===== config.mk =====
export PLATFORM = sky130hd
export DESIGN_NAME = nand_avalon_host
export DESIGN_NICKNAME = d
export VERILOG_FILES = /design/src/rtl/nand_avalon_host.sv
export SDC_FILE = /design/constraint.sdc
export NUM_CORES = 1
export LEC_CHECK = 0
export ABC_AREA = 1
export CAP_MARGIN = 25
export CELL_PAD_IN_SITES_DETAIL_PLACEMENT = 1
export CELL_PAD_IN_SITES_GLOBAL_PLACEMENT = 1
export CORE_MARGIN = 1
export CORE_UTILIZATION = 31
export CTS_CLUSTER_SIZE = 25
export DETAILED_ROUTE_END_ITERATION = 6
export PLACE_DENSITY = 0.89
export SETUP_SLACK_MARGIN = 0.5
export SYNTH_ARGS = -nofsm -noshare
export SYNTH_HDL_FRONTEND = slang
export SYNTH_SLANG_ARGS = --single-unit
export TNS_END_PERCENT = 50

===== constraint.sdc =====
create_clock -name clk -period 1.9 [get_ports clk]
set_input_delay 0.19 -clock clk [delete_from_list [all_inputs] [get_ports clk]]
set_output_delay 0.19 -clock clk [all_outputs]
set_load 0.01 [all_outputs]

===== src/rtl/nand_avalon_host.sv =====
// Command sequencer for the nand_avalon register port: optional data write, command write,
// status polling with timeout, optional data read, then a one-cycle response pulse.
module nand_avalon_host #(
  parameter int POLL_GAP  = 2,
  parameter int MAX_POLLS = 65535
) (
  input  logic        clk,
  input  logic        rst,
  input  logic        req_valid,
  output logic        req_ready,
  input  logic [7:0]  req_cmd,
  input  logic        req_has_wdata,
  input  logic [7:0]  req_wdata,
  input  logic        req_rd,
  output logic        rsp_valid,
  output logic [7:0]  rsp_data,
  output logic        rsp_err,
  output logic [1:0]  address,
  output logic        pwrite,
  output logic        pread,
  output logic [31:0] writedata,
  input  logic [31:0] readdata
);

  localparam int CW = $clog2(MAX_POLLS + 1);
  localparam logic [CW-1:0] POLL_LAST = CW'(MAX_POLLS - 1);
  localparam logic [CW-1:0] POLL_MAX  = CW'(MAX_POLLS);
  localparam int GW = (POLL_GAP > 0) ? $clog2(POLL_GAP + 1) : 1;
  localparam logic [GW-1:0] GAP_LAST = GW'((POLL_GAP > 0) ? POLL_GAP - 1 : 0);

  typedef enum logic [3:0] {
    S_IDLE, S_WD_STB, S_WD_HOLD, S_CMD_STB, S_CMD_HOLD, S_POLL, S_GAP, S_RD, S_RESP
  } state_t;

  state_t          r_state, w_next;
  logic [7:0]      r_cmd, r_wdata, r_rspData;
  logic            r_hasWdata, r_rd, r_rspErr;
  logic [CW-1:0]   r_pollCnt;
  logic [GW-1:0]   r_gapCnt;
  logic            w_accept, w_statusDone, w_timeout;
  logic            w_unusedReaddata;

  assign w_accept         = req_valid && (r_state == S_IDLE);
  assign w_statusDone     = !readdata[0] && readdata[1];
  // The poll in progress is number r_pollCnt+1, so it is the last allowed one at MAX_POLLS-1.
  assign w_timeout        = (r_pollCnt >= POLL_LAST);
  assign w_unusedReaddata = ^readdata[31:8];

  assign req_ready = (r_state == S_IDLE);
  assign rsp_valid = (r_state == S_RESP);
  assign rsp_data  = r_rspData;
  assign rsp_err   = r_rspErr;

  always_ff @(posedge clk or posedge rst) begin
    if (rst) r_state <= S_IDLE;
    else     r_state <= w_next;
  end

  always_comb begin
    w_next = r_state;
    case (r_state)
      S_IDLE:     if (w_accept) w_next = req_has_wdata ? S_WD_STB : S_CMD_STB;
      S_WD_STB:   w_next = S_WD_HOLD;
      S_WD_HOLD:  w_next = S_CMD_STB;
      S_CMD_STB:  w_next = S_CMD_HOLD;
      S_CMD_HOLD: w_next = S_POLL;
      S_POLL: begin
        if (w_statusDone)      w_next = r_rd ? S_RD : S_RESP;
        else if (w_timeout)    w_next = S_RESP;
        else if (POLL_GAP > 0) w_next = S_GAP;
        else                   w_next = S_POLL;
      end
      S_GAP:      if (r_gapCnt == GAP_LAST) w_next = S_POLL;
      S_RD:       w_next = S_RESP;
      S_RESP:     w_next = S_IDLE;
      default:    w_next = S_IDLE;
    endcase
  end

  always_comb begin
    address   = 2'd0;
    pwrite    = 1'b1;
    pread     = 1'b1;
    writedata = 32'd0;
    case (r_state)
      S_WD_STB, S_WD_HOLD: begin
        writedata = {24'd0, r_wdata};
        pwrite    = (r_state != S_WD_STB);
      end
      S_CMD_STB, S_CMD_HOLD: begin
        address   = 2'd1;
        writedata = {24'd0, r_cmd};
        pwrite    = (r_state != S_CMD_STB);
      end
      S_POLL: begin
        address = 2'd2;
        pread   = 1'b0;
      end
      S_RD:    pread = 1'b0;
      default: ;
    endcase
  end

  always_ff @(posedge clk or posedge rst) begin
    if (rst) begin
      r_cmd      <= 8'd0;
      r_wdata    <= 8'd0;
      r_hasWdata <= 1'b0;
      r_rd       <= 1'b0;
    end else if (w_accept) begin
      r_cmd      <= req_cmd;
      r_wdata    <= req_wdata;
      r_hasWdata <= req_has_wdata;
      r_rd       <= req_rd;
    end
  end

  always_ff @(posedge clk or posedge rst) begin
    if (rst) begin
      r_pollCnt <= '0;
      r_gapCnt  <= '0;
    end else begin
      if (w_accept) r_pollCnt <= '0;
      else if (r_state == S_POLL && r_pollCnt != POLL_MAX) r_pollCnt <= r_pollCnt + CW'(1);
      if (r_state == S_POLL)     r_gapCnt <= '0;
      else if (r_state == S_GAP) r_gapCnt <= r_gapCnt + GW'(1);
    end
  end

  // Response fields only change on the edge entering RESP, so they hold between responses.
  always_ff @(posedge clk or posedge rst) begin
    if (rst) begin
      r_rspData <= 8'd0;
      r_rspErr  <= 1'b0;
    end else if ((r_state == S_POLL || r_state == S_RD) && w_next == S_RESP) begin
      r_rspData <= readdata[7:0];
      r_rspErr  <= (r_state == S_POLL) && !w_statusDone;
    end
  end

endmodule


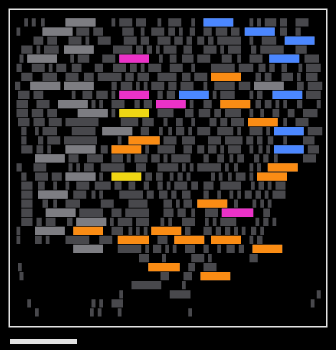
*Sequential cells grouped by signal name, run 1*
Bar = 20 um.
Orange marks `r_pollCnt`, placed flops 16. Blue marks `rsp_data`, placed flops 8, where north-east. Magenta marks `r_state`, placed flops 4. Yellow marks `r_gapCnt`, placed flops 2.

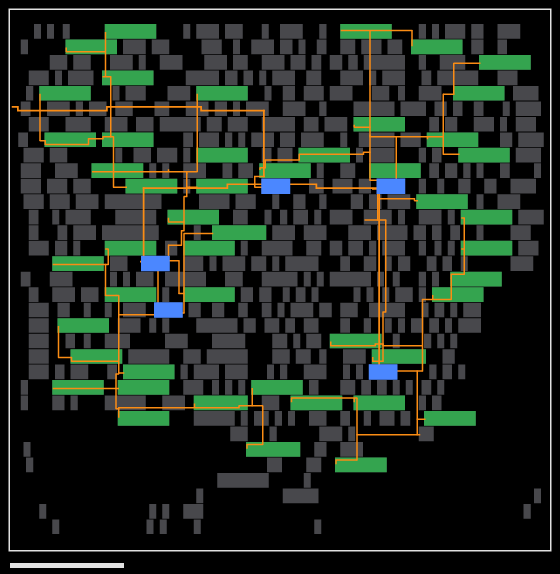
*Clock wires, drivers and flops, run 1*
Bar = 20 um.
Orange marks clock wires, length 708 um. Blue marks clock-net drivers, count 5. Green marks flip-flops, count 48.
Position of the flops: widely spread.

==> flow_metrics.py, run 1 <==
# Metrics from the implementation run
metrics = {
    "yosys": {
        "netlist.top_cell.by_area": "sky130_fd_sc_hd__dfrtp_1",
        "synthTopCellsByCount": "93 x sky130_fd_sc_hd__nand2_1, 48 x sky130_fd_sc_hd__dfrtp_1, 36 x sky130_fd_sc_hd__inv_1",
        "synth-seq-area-share": 0.449,
        "post_synth_main_area_contributors": "sky130_fd_sc_hd__dfrtp_1 45%, sky130_fd_sc_hd__nand2_1 13%, sky130_fd_sc_hd__buf_4 6.7%, sky130_fd_sc_hd__inv_1 5.1%, sky130_fd_sc_hd__nand3_1 5.1%",
        "synth-xor-area-share": 0.0197,
        "async_s_r_ff_share_synth": 1.00,
        "synth.mux.area_fraction": 0,
        "synth_dominant_cell_count": "sky130_fd_sc_hd__nand2_1",
        "synth_cell_types": 33,
        "syn-instance-count": 339,
        "adder_share": 0.0140,
        "synth-compound-area-share": 0.0917,
        "synth.cellmix.simpleShare": 0.286,
        "logic_family": "simple AND/OR/NAND/NOR gates",
        "edf_count": 0,
    },
    "route": {
        "post-route-drc-count": 0,
        "drtIter0Drc": 144,
        "ant_nets": 0,
        "route.final.wire_length_mm": 11.7,
    },
    "sta": {
        "worst_clock_skew_ns": 0.0108,
        "timing.final.hold_violations": 0,
        "grt_setup_unrepaired": "yes",
        "layout_setup_ws_ns": -0.00886,
        "final-setup-viol-count": 1,
        "final.period_utilization": 1.00,
        "max_freq_ghz": 0.524,
        "slew_viol_final": 0,
        "tns_ns": -0.00886,
    },
    "power": {
        "cellLeakagePower_nw": 2.14,
    },
    "global_routing": {
        "residual_overflow_from_global_routing": 0,
    },
    "setup_path": {
        "path_max_fanout": 5,
        "timing.critical_path.depth": 8,
        "r2r_end": "rsp_data[2]",
        "critPathRequiredTime_ns": 1.71,
        "setup.worst_path.end": "writedata[6]",
        "cp_common_cell": "sky130_fd_sc_hd__buf_6",
        "worstPathCellList": "buf_6 -> nor2_4 -> nand2_2 -> o21ai_4 -> buf_6 -> clkinv_8 -> o22ai_4 -> buf_2",
        "crit_path_end_kind": "primary output",
        "number_of_cells_on_the_worst_reg_to_reg_path": 11,
        "critPathMaxStageDelay_ns": 0.47,
    },
    "finish": {
        "antennaDiodeCount": 0,
        "final_nets": 496,
        "finalInstanceArea_mm2": 0.00435,
        "flow.area_growth_from_synthesis_pct": 62.7,
        "utilization": 0.524,
    },
    "placement": {
        "placement.io_buffers": 51,
        "placed_cell_area_mm2": 0.00337,
        "placed_cells": 499,
        "routabilityCongestion": 0.788,
    },
    "floorplanning": {
        "floorplanUtilization": 0.322,
        "io-pin-count": 100,
        "die_y_um": 94.9,
        "row_count": 33,
        "chip_area_mm2": 0.00900,
    },
    "clocking": {
        "cts_hold_buf": 0,
        "cts.reportedPaths.clkPinSlew_ns": 0.10,
        "cts-root-to-sink-buffers": 2,
        "tritoncts": "done",
        "cts.sinks": 48,
    },
    "status": {
        "failed_checks": "setup timing",
        "run_status": "complete, but fails checks",
    },
    "run": {
        "number_of_logged_tool_warnings": 54,
        "drv.max_cap_violation_count": 0,
    },
    "min_path": {
        "holdCritPathClass": "in2async",
    },
}
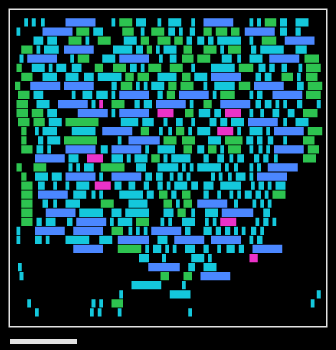
*Placed cells, one color a class, run 1*
Bar = 20 um.
Green marks remaining buffers and delay cells, cells 95. Blue marks registers, cells 48. Magenta marks clock drivers and dummy loads, cells 8. Cyan marks remaining logic cells, cells 290.

==> run 1: area by class of cell <==
cell class,instances,area [um2]
fill,936,3950
clock buffer,7,86.3
tap,105,131
timing repair buffer,95,966
sequential,48,1210
multi-input combinational,247,1740
clock inverter,1,7.51
inverter,41,193
timing repair inverter,2,20.0
==> run 1: where the power goes <==
group          internal [mW]  total [mW]  switching, mW  leakage (nW)
Clock                  0.297       0.684          0.386        0.0445
Combinational           1.70        3.84           2.14          1.48
Sequential              1.38        1.63          0.248         0.612
Total                   3.38        6.15           2.78          2.14
==> run 1: layout by cell type, fill, tap and decap left out, types with 2 or more instances in the layout <==
cell,netlist,routed
sky130_fd_sc_hd__buf_12,0,2
sky130_fd_sc_hd__buf_16,0,2
sky130_fd_sc_hd__buf_2,4,7
sky130_fd_sc_hd__buf_4,24,24
sky130_fd_sc_hd__buf_6,1,22
sky130_fd_sc_hd__clkbuf_8,0,6
sky130_fd_sc_hd__clkdlybuf4s50_1,0,28
sky130_fd_sc_hd__clkinv_8,0,2
sky130_fd_sc_hd__clkinvlp_4,0,2
sky130_fd_sc_hd__conb_1,1,24
sky130_fd_sc_hd__dfrtp_1,48,44
sky130_fd_sc_hd__dfrtp_2,0,4
sky130_fd_sc_hd__dlymetal6s2s_1,0,9
sky130_fd_sc_hd__inv_1,36,30
sky130_fd_sc_hd__inv_2,3,6
sky130_fd_sc_hd__inv_8,0,2
sky130_fd_sc_hd__nand2_1,93,51
sky130_fd_sc_hd__nand2_2,3,25
sky130_fd_sc_hd__nand2_4,4,20
sky130_fd_sc_hd__nand2_8,0,5
sky130_fd_sc_hd__nand3_1,27,21
sky130_fd_sc_hd__nand3_2,0,5
sky130_fd_sc_hd__nand3_4,1,4
sky130_fd_sc_hd__nand4_1,2,2
sky130_fd_sc_hd__nor2_1,25,20
sky130_fd_sc_hd__nor2_2,3,4
sky130_fd_sc_hd__nor2_4,2,6
sky130_fd_sc_hd__nor3_1,4,4
sky130_fd_sc_hd__o21ai_1,6,11
sky130_fd_sc_hd__o21ai_2,1,17
sky130_fd_sc_hd__o21ai_4,0,2
sky130_fd_sc_hd__o21bai_1,2,2
sky130_fd_sc_hd__o22ai_2,0,4
sky130_fd_sc_hd__o22ai_4,0,4
sky130_fd_sc_hd__xnor2_1,2,2
sky130_fd_sc_hd__xor2_1,4,4
==> run 1: timing repair <==
item                                    4_1_cts  5_1_grt
cloned                                        6        1
pin swaps                                    12       26
resized                                     107      133
endpoints found under the setup margin       69       71
buffers inserted                             21       11
==> run 1: flip-flops by register name (all words and copies together) (netlist names) <==
signal / flops
r_gapCnt: 2
rsp_err: 1
rsp_data: 8
r_rd: 1
r_state: 4
r_wdata: 8
r_cmd: 8
r_pollCnt: 16
==> run 1: layer usage <==
metal,GRT usage,up-vias,part of all wire,wire length (um)
li1,-,1239,-,-
met1,0.256,1424,0.36,4160
met2,0.426,129,0.53,6170
met3,0.0459,51,0.050,580
met4,0.121,0,0.063,740
met5,0,-,0,0
==> run 1: tightest hold or removal path: stages <==
cell                              delay (ns)
sky130_fd_sc_hd__clkdlybuf4s50_1        0.41
sky130_fd_sc_hd__inv_2                  0.07
sky130_fd_sc_hd__buf_12                 0.25
==> run 2, diff against run 1 <==
--- a/config.mk
+++ b/config.mk
@@ -10,9 +10,11 @@
 export CELL_PAD_IN_SITES_DETAIL_PLACEMENT = 1
 export CELL_PAD_IN_SITES_GLOBAL_PLACEMENT = 1
 export CORE_MARGIN = 1
-export CORE_UTILIZATION = 31
+export CORE_UTILIZATION = 45
 export CTS_CLUSTER_SIZE = 25
 export DETAILED_ROUTE_END_ITERATION = 6
+export DONT_BUFFER_PORTS = 1
+export GPL_TIMING_DRIVEN = 1
 export PLACE_DENSITY = 0.89
 export SETUP_SLACK_MARGIN = 0.5
 export SYNTH_ARGS = -nofsm -noshare
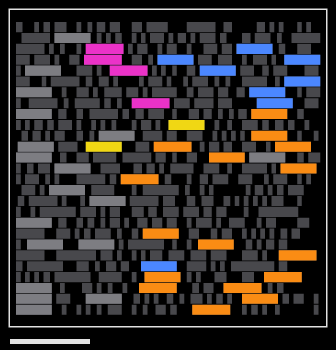
*Sequential cells grouped by signal name, run 2*
Bar = 20 um.
Blue marks `rsp_data`, placed flops 8. Yellow marks `r_gapCnt`, placed flops 2. Magenta marks `r_state`, placed flops 4. Orange marks `r_pollCnt`, placed flops 16.
Another 18 sequential cells are not colored.

==> flow_metrics.py, run 2 <==
# Metrics from the implementation run
metrics = {
    "route": {
        "routed_via_density": 6.23,
        "route.final.wire_length_mm": 12.7,
        "ant_nets": 0,
        "routed-via-count": 2920,
        "post-route-drc-count": 0,
        "drtIter0Drc": 344,
    },
    "yosys": {
        "netlist_area_mm2": 0.00267,
        "numSynthFlops": 48,
        "netlist.top_cell.by_area": "sky130_fd_sc_hd__dfrtp_1",
        "synth-seq-area-share": 0.449,
        "synth_cell_types": 33,
        "syn-instance-count": 339,
        "synthTopCellsByCount": "93 x sky130_fd_sc_hd__nand2_1, 48 x sky130_fd_sc_hd__dfrtp_1, 36 x sky130_fd_sc_hd__inv_1",
        "ys_area_mm2": 0.00267,
        "post_synth_main_area_contributors": "sky130_fd_sc_hd__dfrtp_1 45%, sky130_fd_sc_hd__nand2_1 13%, sky130_fd_sc_hd__buf_4 6.7%, sky130_fd_sc_hd__inv_1 5.1%, sky130_fd_sc_hd__nand3_1 5.1%",
        "async_s_r_ff_share_synth": 1.00,
        "edf_count": 0,
        "synth_dominant_cell_count": "sky130_fd_sc_hd__nand2_1",
    },
    "sta": {
        "final-setup-viol-count": 0,
        "worst_clock_skew_ns": 0.00968,
        "final.period_utilization": 0.985,
        "max_freq_ghz": 0.534,
        "worst-slew-pin-transition_ns": 0.605,
        "grt_setup_unrepaired": "yes",
        "timing.final.hold_violations": 0,
        "slew_viol_final": 0,
    },
    "floorplanning": {
        "chip_area_mm2": 0.00625,
        "core_area_mm2": 0.00561,
        "die_y_um": 79.1,
        "io-pin-count": 100,
        "dieWidth_um": 79.1,
        "floorplanUtilization": 0.477,
        "row_count": 27,
    },
    "setup_path": {
        "worstPathCellList": "nor2_4 -> nand2_1 -> o21ai_4 -> clkinv_4 -> o22ai_4",
        "number_of_cells_on_the_worst_reg_to_reg_path": 8,
        "critical_path.startpoint": "r_state[3]",
        "timing.critical_path.depth": 5,
        "critPathArrivalTime_ns": 1.68,
        "crit_path_end_kind": "primary output",
        "path_max_fanout": 5,
        "cp-start-kind": "register",
        "r2r_end": "rsp_data[5]",
        "ff2ff_setup_slack_ns": 0.03,
        "critPathMaxStageDelay_ns": 0.47,
        "worst-path-buf-inv": 1,
        "setup.worst_path.end": "writedata[3]",
        "startpoint_of_the_most_critical_register_to_register_path": "r_pollCnt[14]",
        "timing.setup.critical_path_class": "reg2out",
        "critPathRequiredTime_ns": 1.71,
    },
    "run": {
        "drv.max_cap_violation_count": 0,
        "number_of_logged_tool_warnings": 55,
    },
    "power": {
        "cellLeakagePower_nw": 1.74,
        "swShare": 0.477,
        "power_density_over_the_cells_mw_per_mm2": 1460,
        "power_report.internal_total_mw": 2.92,
        "switchingPower_mw": 2.66,
        "share_comb_of_total_power": 0.549,
        "power.sequential.fraction": 0.316,
        "pwr-share-clk": 0.135,
    },
    "clocking": {
        "ctsHtreeMaxLevel": 2,
        "cts.sinks": 48,
        "cts.reportedPaths.clkPinSlew_ns": 0.10,
        "tritoncts": "done",
        "cts-root-to-sink-buffers": 2,
    },
    "status": {
        "run_status": "complete, no violations",
    },
    "placement": {
        "placed_cells": 409,
        "placement.io_buffers": 0,
        "routabilityCongestion": 0.793,
        "dp_hpwl_mm": 4.67,
    },
    "finish": {
        "flow.area_growth_from_synthesis_pct": 43.3,
        "final_layout_top_logic_cell": "sky130_fd_sc_hd__nand2_1",
        "final-instance-count-excl-fill": 469,
        "final_nets": 454,
        "largest_register_ffs": 16,
        "largest-register": "r_pollCnt",
        "antennaDiodeCount": 0,
        "final_cell_mix": "68 x sky130_fd_sc_hd__nand2_1, 37 x sky130_fd_sc_hd__dfrtp_1, 31 x sky130_fd_sc_hd__inv_1",
        "utilization": 0.683,
    },
    "global_routing": {
        "residual_overflow_from_global_routing": 0,
        "via_count_of_the_first_global_routing_pass": 2694,
        "globalRouteTotalUtil": 0.308,
    },
    "min_path": {
        "holdCritPathClass": "in2reg",
    },
}
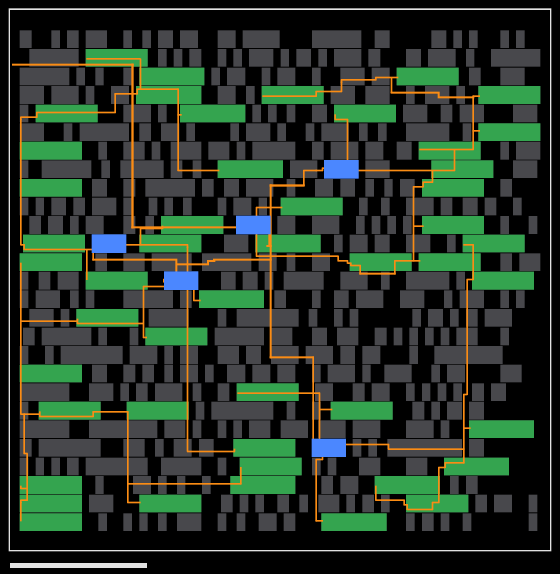
*Clock wires, drivers and flops, run 2*
Bar = 20 um.
Blue marks clock-net drivers, count 5. Orange marks clock wires, length 686 um. Green marks flip-flops, count 48.
There are 6 routed clock nets.

==> run 2: final cells by class <==
class / count / area (um2)
Clock buffer: 5 / 68.8
Clock inverter: 1 / 30.0
Fill cell: 629 / 1780
Inverter: 41 / 188
Multi-Input combinational cell: 247 / 1640
Sequential cell: 48 / 1210
Tap cell: 72 / 90.1
Timing Repair Buffer: 53 / 576
Timing Repair inverter: 2 / 20.0
==> run 2: what timing repair did <==
action                                  in CTS  in global routing
endpoints found under the hold margin       36                  3
endpoints found under the setup margin      57                 61
hold buffers                                12                  3
pin swaps                                   12                 20
setup buffers                               17                 12
resized                                     45                 77
gates cloned                                 5                  5
==> run 2: power groups by stage <==
| stage | registers (mW) | clock network (mW) | logic [mW] |
|---|---|---|---|
| CTS | 1.66 | 0.736 | 2.36 |
| detailed placement | 1.68 | 0 | 1.58 |
| global route | 1.78 | 0.788 | 3.18 |
| finish | 1.77 | 0.752 | 3.07 |
| global placement | 1.65 | 0 | 1.49 |
| floorplan | 1.61 | 0 | 1.31 |
==> run 2: per-layer routing <==
metal | vias up | global-route usage | wire length (um)
li1 | 1153 | - | -
met1 | 1465 | 0.331 | 4420
met4 | 0 | 0.160 | 873
met3 | 86 | 0.0690 | 894
met5 | - | 0 | 0
met2 | 216 | 0.561 | 6560
==> run 2: kinds of logic (layout without fill, tap and decap cells) <==
logic type                 Yosys count  after routing  synth area share
adders and majority gates            3              3            0.0140
other                                1             24           0.00140
buffers and inverters               70            102             0.138
DFF                                 48             48             0.449
AOI/OAI and AO/OA                   44             44            0.0917
and+or+nand+nor                    167            170             0.286
xor gates and xnor gates             6              6            0.0197
==> run 2: stage by stage <==
stage	TNS, ns	cell area (um2)	hold WS (ns)	worst slack [ns]	power, mW
floorplan	0	2840	0.300	0.413	2.92
global placement	0	2760	0.161	0.288	3.14
detailed placement	0	2760	0.156	0.189	3.26
CTS	0	3370	0.000143	0.100	4.75
global route	-0.0239	3830	0.00166	-0.0176	5.74
finish	0	3830	0.0184	0.0278	5.59
==> run 2: worst min-delay path by stage <==
stage	startpoint	end	slack [ns]	cells past startpoint
after CTS	req_cmd[3]	r_cmd[3]	0.0001	2
after global placement	rst	r_wdata[7]	0.16	1
after floorplan	req_rd	r_rd	0.30	2
after global routing	req_cmd[5]	r_cmd[5]	0.002	2
final	req_cmd[5]	r_cmd[5]	0.02	2
after detailed placement	rst	r_wdata[5]	0.16	1
==> run 2: worst reg2reg max path, cell delays in order, from the launching register on <==
cell and delay, ns:
sky130_fd_sc_hd__dfrtp_1 0.46, sky130_fd_sc_hd__nand2_1 0.14, sky130_fd_sc_hd__nor2_1 0.21, sky130_fd_sc_hd__nand2_2 0.17, sky130_fd_sc_hd__o21ai_4 0.23, sky130_fd_sc_hd__nand3_4 0.20
sky130_fd_sc_hd__nand2_8 0.17, sky130_fd_sc_hd__nand2_1 0.09, sky130_fd_sc_hd__nand2_1 0.13
==> run 3, diff against run 2 <==
--- a/config.mk
+++ b/config.mk
@@ -15,7 +15,7 @@
 export DETAILED_ROUTE_END_ITERATION = 6
 export DONT_BUFFER_PORTS = 1
 export GPL_TIMING_DRIVEN = 1
-export PLACE_DENSITY = 0.89
+export PLACE_DENSITY = 0.9
 export SETUP_SLACK_MARGIN = 0.5
 export SYNTH_ARGS = -nofsm -noshare
 export SYNTH_HDL_FRONTEND = slang
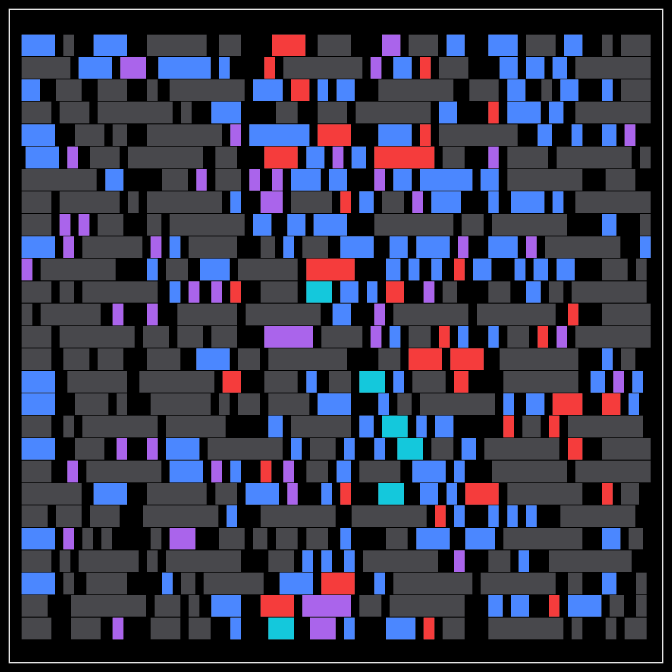
*Selected gate families, run 3*
Red marks nor cells, cells 35, most used nor2_1. Blue marks nand cells, cells 132, most used nand2_1, where widely spread. Cyan marks xor and xnor cells, cells 6, most used xor2_1. Purple marks inv cells, cells 43, most used inv_1, where widely spread.

==> flow_metrics.py, run 3 <==
# Metrics from the implementation run
metrics = {
    "status": {
        "run_status": "complete, but fails checks",
        "failed_checks": "setup timing",
    },
    "power": {
        "power_density_over_the_cells_mw_per_mm2": 1470,
        "share_comb_of_total_power": 0.579,
        "swShare": 0.504,
        "power.sequential.fraction": 0.297,
        "switchingPower_mw": 3.03,
        "power_report.internal_total_mw": 2.99,
        "cellLeakagePower_nw": 1.90,
        "peakVddDrop_mv": 1.04,
        "pwr-share-clk": 0.124,
    },
    "sta": {
        "worst-slew-pin-transition_ns": 0.653,
        "final.period_utilization": 1.07,
        "final_worst_hold_slack_ns": 0.0943,
        "slew_viol_final": 0,
        "grt_setup_unrepaired": "yes",
        "post-route-min-period_ns": 2.03,
        "maxSlewHeadroom": 0.564,
        "tns_ns": -2.50,
        "max_freq_ghz": 0.492,
        "final-setup-viol-count": 44,
        "layout_setup_ws_ns": -0.134,
        "worst_clock_skew_ns": 0.0231,
        "timing.final.hold_violations": 0,
    },
    "yosys": {
        "synthTopCellsByCount": "93 x sky130_fd_sc_hd__nand2_1, 48 x sky130_fd_sc_hd__dfrtp_1, 36 x sky130_fd_sc_hd__inv_1",
        "netlist.top_cell.by_area": "sky130_fd_sc_hd__dfrtp_1",
        "synthesis.area_per_instance_um2": 7.89,
        "syn-instance-count": 339,
        "numSynthFlops": 48,
        "yosysTopAreaCellShare": 0.449,
        "synth-seq-area-share": 0.449,
        "synth_dominant_cell_count": "sky130_fd_sc_hd__nand2_1",
        "synth.yosys.num_cells": 339,
        "async_s_r_ff_share_synth": 1.00,
        "netlist_area_mm2": 0.00267,
        "ys_dominant_reg_cell": "sky130_fd_sc_hd__dfrtp_1",
        "yosysWarningCount": 0,
        "edf_count": 0,
        "synth_cell_types": 33,
        "post_synth_main_area_contributors": "sky130_fd_sc_hd__dfrtp_1 45%, sky130_fd_sc_hd__nand2_1 13%, sky130_fd_sc_hd__buf_4 6.7%, sky130_fd_sc_hd__inv_1 5.1%, sky130_fd_sc_hd__nand3_1 5.1%",
        "ys_area_mm2": 0.00267,
    },
    "clocking": {
        "cts-buffers-inserted": 5,
        "cts_root_buffer": "sky130_fd_sc_hd__clkbuf_8",
        "cts.reportedPaths.clkPinSlew_ns": 0.12,
        "clock.latency.late_pin_ns": 0.35,
        "cts-root-to-sink-buffers": 2,
        "cts.sinks": 48,
        "ctsHtreeMaxLevel": 2,
        "tritoncts": "done",
    },
    "floorplanning": {
        "dieWidth_um": 79.1,
        "floorplanUtilization": 0.477,
        "io-pin-count": 100,
        "row_count": 27,
        "core_area_mm2": 0.00561,
        "chip_area_mm2": 0.00625,
        "die_y_um": 79.1,
    },
    "global_routing": {
        "residual_overflow_from_global_routing": 0,
        "first_pass_grt_wire_length_mm": 15.6,
        "pin_count_of_the_biggest_net_entering_global_routing": 33,
        "via_count_of_the_first_global_routing_pass": 2885,
        "antenna_found_initial": 1,
        "globalRouteTotalUtil": 0.344,
    },
    "setup_path": {
        "crit_path_end_kind": "register",
        "cp-start-kind": "register",
        "worstPathCellList": "nand2_1 -> nor2_4 -> nand2_2 -> inv_1 -> nand2_2 -> nand2_4 -> clkinvlp_4 -> nand4_1 -> nand2_1",
        "cpMaxStageDelayCell": "sky130_fd_sc_hd__dfrtp_1",
        "worst-path-buf-inv": 2,
        "timing.setup.critical_path_class": "reg2reg",
        "critPathRequiredTime_ns": 2.12,
        "top_delay_family_on_crit_path": "simple AND/OR/NAND/NOR gates",
        "critPathMaxStageDelay_ns": 0.47,
        "path_max_fanout": 6,
        "critPathArrivalTime_ns": 2.26,
    },
    "route": {
        "ant_nets": 0,
        "routed-via-count": 3021,
        "drtIter0Drc": 378,
        "drt-pass1-iter-count": 5,
        "routed_via_density": 6.31,
        "route.final.wire_length_mm": 14.3,
        "wl_per_instance_um": 29.9,
        "post-route-drc-count": 0,
    },
    "placement": {
        "placed_cell_area_mm2": 0.00276,
        "place_ws_ns": 0.220,
        "routabilityCongestion": 0.818,
        "placement.io_buffers": 0,
        "dp_hpwl_mm": 4.69,
        "placed_cells": 408,
    },
    "finish": {
        "antennaDiodeCount": 0,
        "final_nets": 462,
        "largest-register": "r_pollCnt",
        "layout_cells_sized_above_1": 0.432,
        "final_cell_mix": "48 x sky130_fd_sc_hd__nand2_1, 40 x sky130_fd_sc_hd__dfrtp_1, 30 x sky130_fd_sc_hd__inv_1",
        "layout.filler_cells": 592,
        "final_layout_top_logic_cell": "sky130_fd_sc_hd__nand2_1",
        "final-instance-count-excl-fill": 479,
        "finalInstanceArea_mm2": 0.00409,
        "flow.area_growth_from_synthesis_pct": 53.0,
        "largest_register_ffs": 16,
    },
    "min_path": {
        "holdCritPathClass": "in2reg",
    },
    "run": {
        "drv.max_cap_violation_count": 0,
        "number_of_logged_tool_warnings": 56,
    },
}
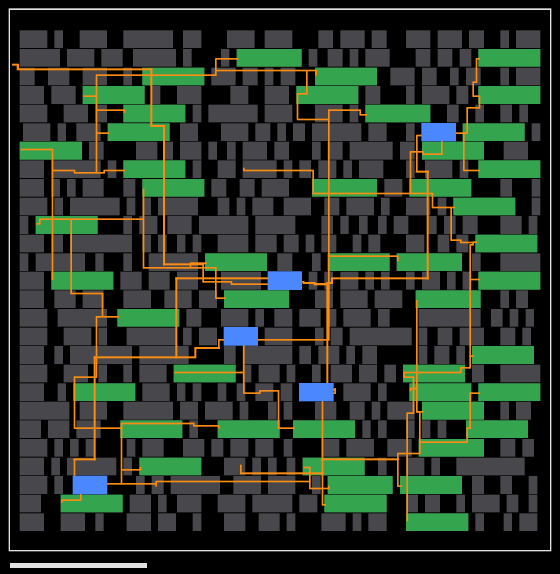
*Clock wires, drivers and flops, run 3*
Bar = 20 um.
Blue marks clock-net drivers, count 5. Green marks flip-flops, count 48. Orange marks clock wires, length 817 um.
There are 6 routed clock nets. Position of the flops: widely spread.

==> run 3: cell counts after synthesis <==
Identical to the previous run, type by type.
==> run 3: logic make-up after synthesis <==
| logic type | synth area share |
|---|---|
| xor+xnor | 0.0197 |
| compound gates | 0.0917 |
| flops | 0.449 |
| simple gates | 0.286 |
| fa+ha+maj | 0.0140 |
| buf+inv | 0.138 |
| other cells | 0.00140 |
==> run 3: final timing paths <==
| check | from | end | slack (ns) | cells after the start |
|---|---|---|---|---|
| max in group asynchronous | rst | r_pollCnt[13] | 0.92 | 3 |
| worst min register to register | r_rd | r_rd | 0.59 | 2 |
| worst max-delay path | r_pollCnt[9] | r_pollCnt[14] | -0.13 | 9 |
| min in group asynchronous | rst | r_cmd[0] | 0.38 | 2 |
| worst min-delay path | req_has_wdata | r_state[1] | 0.09 | 3 |
| worst max register to register | r_pollCnt[9] | r_pollCnt[14] | -0.13 | 9 |
==> run 3: worst min-delay path: cells and delay by family <==
| family | cells | cell delay, ns |
|---|---|---|
| and+or+nand+nor | 3 | 0.21 |
==> run 3: cell type report <==
| class | count | area [um2] | area share |
|---|---|---|---|
| multi-input cells | 246 | 1810 | 0.442 |
| clock buffers | 6 | 82.6 | 0.0202 |
| clock inverters | 2 | 13.8 | 0.00336 |
| well taps | 72 | 90.1 | 0.0220 |
| repair inverters | 2 | 17.5 | 0.00428 |
| flip-flops and latches | 48 | 1210 | 0.296 |
| inverters | 41 | 190 | 0.0465 |
| repair buffers | 62 | 679 | 0.166 |
==> run 3: power by group through the flow <==
stage	Combinational [mW]	Clock, mW	Sequential [mW]
5_1_grt	3.60	0.765	1.79
3_3_place_gp	1.49	0	1.65
6_report	3.48	0.746	1.79
4_1_cts	2.29	0.673	1.65
2_1_floorplan	1.31	0	1.61
3_5_place_dp	1.57	0	1.67
==> run 3: metrics by stage <==
stage	utilization	power, mW
2_1_floorplan	-	2.92
3_3_place_gp	0.492	3.14
3_5_place_dp	0.492	3.25
4_1_cts	0.617	4.62
5_1_grt	0.730	6.16
6_report	0.730	6.02
==> run 3: layer usage <==
layer,part of all wire,vias up,wire [um],track usage
met5,0,-,0,0
met4,0.078,0,1110,0.218
met3,0.10,93,1500,0.0920
met2,0.48,284,6860,0.611
met1,0.34,1482,4860,0.357
li1,-,1162,-,-
==> run 3: timing repair <==
item | 4_1_cts | 5_1_grt
cloned | 5 | 3
hold buffers | 17 | 9
buffers inserted | 20 | 9
resized | 49 | 133
hold endpoints to repair | 41 | 9
pin swaps | 15 | 20
setup endpoints to repair | 58 | 60
Power and IR drop assume default switching activity.
